[config.mk]
export PLATFORM = sky130hd
export DESIGN_NAME = dmem_arbiter
export DESIGN_NICKNAME = d
export VERILOG_FILES = /design/src/rtl/dmem_arbiter.sv
export SDC_FILE = /design/constraint.sdc
export NUM_CORES = 1
export LEC_CHECK = 0
export CAP_MARGIN = 10
export CORE_AREA = 2 2 117 119
export CTS_CLUSTER_DIAMETER = 30
export DETAILED_ROUTE_END_ITERATION = 10
export DIE_AREA = 0 0 119 121
export PLACE_DENSITY_LB_ADDON = 0.2
export SETUP_SLACK_MARGIN = 0.05
export SLEW_MARGIN = 40
export SYNTH_ARGS = -nofsm -noshare
export SYNTH_HDL_FRONTEND = slang
export SYNTH_SLANG_ARGS = --single-unit
export TNS_END_PERCENT = 5
[constraint.sdc]
create_clock -name clk -period 4.7 [get_ports clk]
set_clock_uncertainty 0.15 [all_clocks]
set_input_delay 0.47 -clock clk [delete_from_list [all_inputs] [get_ports clk]]
set_output_delay 0.47 -clock clk [all_outputs]
set_load 0.02 [all_outputs]
[src/rtl/dmem_arbiter.sv]
// dmem_arbiter: shares one single-ported data memory between the CPU
// load/store path and the image DMA engine. One access per cycle, with a
// run-length limit so neither requester can starve the other.
//
// Handshake: X_req is a level held until X_gnt; the access happens in the
// cycle where X_req && X_gnt are both high (gnt is combinational, zero
// latency). For a read, X_rvalid pulses for exactly one cycle on the next
// cycle and X_rd carries the data, holding it until the next read grant.
module dmem_arbiter #(
  parameter int MAX_RUN = 4,
  parameter int AW      = 32,
  parameter int DW      = 32
) (
  input  logic          clk,
  input  logic          rst_n,
  input  logic          c_req,
  input  logic          c_we,
  input  logic [AW-1:0] c_addr,
  input  logic [DW-1:0] c_wd,
  output logic          c_gnt,
  output logic          c_rvalid,
  output logic [DW-1:0] c_rd,
  input  logic          d_req,
  input  logic          d_we,
  input  logic [AW-1:0] d_addr,
  input  logic [DW-1:0] d_wd,
  output logic          d_gnt,
  output logic          d_rvalid,
  output logic [DW-1:0] d_rd,
  output logic          m_we,
  output logic [AW-1:0] m_addr,
  output logic [DW-1:0] m_wd,
  input  logic [DW-1:0] m_rd,
  output logic          owner
);

  localparam int            CW      = $clog2(MAX_RUN + 1);
  localparam logic [CW-1:0] MAX_CNT = CW'(MAX_RUN);
  localparam logic [CW-1:0] ONE     = CW'(1);

  logic          owner_q, owner_d;
  logic [CW-1:0] cnt_q, cnt_d;
  logic          c_rvalid_q, c_rvalid_d;
  logic          d_rvalid_q, d_rvalid_d;
  logic [DW-1:0] c_rd_q, c_rd_d;
  logic [DW-1:0] d_rd_q, d_rd_d;

  // Grant decision and next owner/run count; nothing is granted in reset.
  always_comb begin
    c_gnt   = 1'b0;
    d_gnt   = 1'b0;
    owner_d = owner_q;
    cnt_d   = '0;
    if (!rst_n) begin
      owner_d = 1'b0;
    end else if (c_req && d_req) begin
      if (cnt_q < MAX_CNT) begin
        // Owner keeps the memory while its run is not exhausted.
        c_gnt = ~owner_q;
        d_gnt = owner_q;
        cnt_d = cnt_q + ONE;
      end else begin
        // Run exhausted: hand over and start the other side's run.
        c_gnt   = owner_q;
        d_gnt   = ~owner_q;
        owner_d = ~owner_q;
        cnt_d   = ONE;
      end
    end else if (c_req) begin
      c_gnt   = 1'b1;
      owner_d = 1'b0;
      cnt_d   = ONE;
    end else if (d_req) begin
      d_gnt   = 1'b1;
      owner_d = 1'b1;
      cnt_d   = ONE;
    end
  end

  // Memory port mux: idle cycles drive zeros so the bus is quiet.
  always_comb begin
    m_we   = 1'b0;
    m_addr = '0;
    m_wd   = '0;
    if (c_gnt) begin
      m_we   = c_we;
      m_addr = c_addr;
      m_wd   = c_wd;
    end else if (d_gnt) begin
      m_we   = d_we;
      m_addr = d_addr;
      m_wd   = d_wd;
    end
  end

  // Read return: capture m_rd for a read granted this cycle, else hold data.
  always_comb begin
    c_rvalid_d = c_gnt & ~c_we;
    d_rvalid_d = d_gnt & ~d_we;
    c_rd_d     = c_rvalid_d ? m_rd : c_rd_q;
    d_rd_d     = d_rvalid_d ? m_rd : d_rd_q;
  end

  // State registers with synchronous active-low reset.
  always_ff @(posedge clk) begin
    if (!rst_n) begin
      owner_q    <= 1'b0;
      cnt_q      <= '0;
      c_rvalid_q <= 1'b0;
      d_rvalid_q <= 1'b0;
      c_rd_q     <= '0;
      d_rd_q     <= '0;
    end else begin
      owner_q    <= owner_d;
      cnt_q      <= cnt_d;
      c_rvalid_q <= c_rvalid_d;
      d_rvalid_q <= d_rvalid_d;
      c_rd_q     <= c_rd_d;
      d_rd_q     <= d_rd_d;
    end
  end

  assign owner    = owner_q;
  assign c_rvalid = c_rvalid_q;
  assign d_rvalid = d_rvalid_q;
  assign c_rd     = c_rd_q;
  assign d_rd     = d_rd_q;

endmodule
Figure 1. Register map, names as in the netlist.
The bar under the picture is 20 microns long.
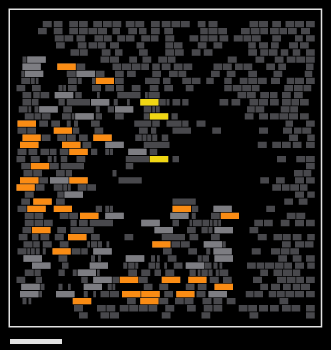
[c_rd] orange | sequential cells: 32
[cnt_q] yellow | sequential cells: 3
not colored: 35
seq pwr: 637 uW
register fraction of the total cell area: 21.4%
Sequential Area: 1400 sq um

==> flow_summary.yaml <==
# generated from flow reports
setup_path:
  reg2reg_to: "c_rd[29]"
  crit_chain: "clkdlybuf4s50_1 -> nand2_1 -> a21oi_4 -> buf_4 -> a22o_1 -> clkdlybuf4s50_1"
  cp-endpoint: "m_wd[8]"
  end_kind: "primary output"
  path_common_cell: "clkdlybuf4s50_1"
  crit_arrival_ns: 3.17
  r2r_start: "owner"
  path_max_fanout: 66
  r2r_slack_ns: 2.51
  start_kind: "input pin"
  critPathRequiredTime_ns: 4.08
  r2r_cells: 4
sta:
  final.setup.tns_ns: 0
  whs_ns: 0.305
  setup_ws_ns: 0.914
  final.min_clock_period_ns: 3.79
  fmaxAchievable_ghz: 0.264
  setup_viol: 0
  slew_headroom_pct: 52.6
  tightest_slew_ns: 0.711
layout:
  comb_cells: 213
  lay_top_count: "clkdlybuf4s50_1"
  area_growth_syn_to_layout_pct: 109
  final_cell_mix: "clkdlybuf4s50_1 (298), dfxtp_1 (70), a22o_1 (65)"
  buf_share_pct: 46.4
  n_clock_buffer: 10
  n_antenna_cell: 1
  nFillCells: 1205
  comb_area_sq_um: 1620
  comb_area_share_pct: 24.6
  fin_area_sq_um: 6560
pwr:
  comb-power_uw: 503
  p_clk_share_pct: 35.2
  intPower_mw: 1.26
  p_comb_share_pct: 28.6
  swShare_pct: 28.7
  p_clk_uw: 620
  power.switching_uw: 504
  p_per_area_nw_per_um2: 268
  totalPowerFinal_mw: 1.76
clock_tree:
  clock.latency.late_pin_ns: 0.32
  root_buffer: "clkbuf_16"
  cts_max_path_buffers: 2
  post_cts_resized: 0
  postCtsSetupRepairBufs: 0
  postCtsHoldBufs: 0
  cts_buffers: 9
  clkTransAtPathRegs_ns: 0.06
route:
  route.vias.total: 3930
  routed_wl_mm: 16.5
  drt_iter0_markers: 242
  postRouteAntennaNets: 0
  dr.pass1.iters: 5
synth:
  ys_cells: 325
  top_area_share_pct: 44.6
  logic_family: "AND-OR/OR-AND gates"
  yosys_most_used_dff: "dfxtp_1"
  yosysTopAreaCell: "dfxtp_1"
  muxShareOfSynthArea_pct: 0
  ys_seq_share_pct: 44.6
  ys_sh_xor_pct: 0.796
  async_flop_share_pct: 0
  synth.cell_area_sq_um: 3140
  ys_area_sq_um: 3140
  yosysUniqueCellTypes: 21
floorplan:
  dieHeight_microns: 121
  initial_utilization_pct: 24.0
  io_pins: 300
  num_tap_cells: 176
  die_x_microns: 119
run_status:
  status: "complete, no violations"
placement:
  pre_cts_slack_ns: 0.933
  dp_cells: 766
  routabilityCongestion: 0.864
grt:
  met1_usage_pct: 25.8
  grt_pass1_wl_mm: 24.0
  grt_use_met2_pct: 36.5
  grt_overflow: 0
  gr-usage-all-layers_pct: 21.6
  grt_max_degree: 68
min_path:
  hold_class: "reg -> reg"
flow_run:
  max_cap_violations: 0
Figure 2. Layout detail.
The bar under the picture is 20 microns long. Region (34, 60) to (84, 110) microns. Cells in gray, sequential cells in the stronger gray; small squares are vias.
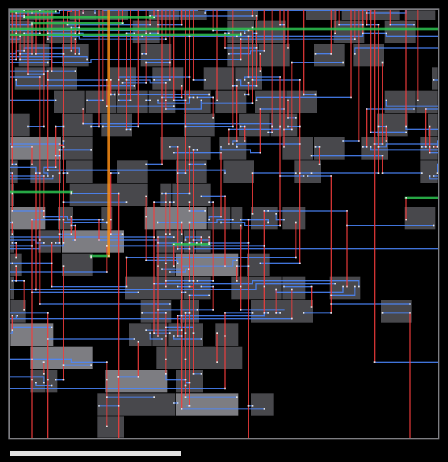
[met4] orange
[met1] blue
[met2] red
[met3] green
netlist names of flops here include: cnt_q (3), d_rd (3), c_rd (2)
most frequent: clkdlybuf4s50_1 (38), a22o_1 (14), dfxtp_1 (9)
cells with their middle in the window: 100
sequential cells in the window: 9

Power and IR drop assume default switching activity.
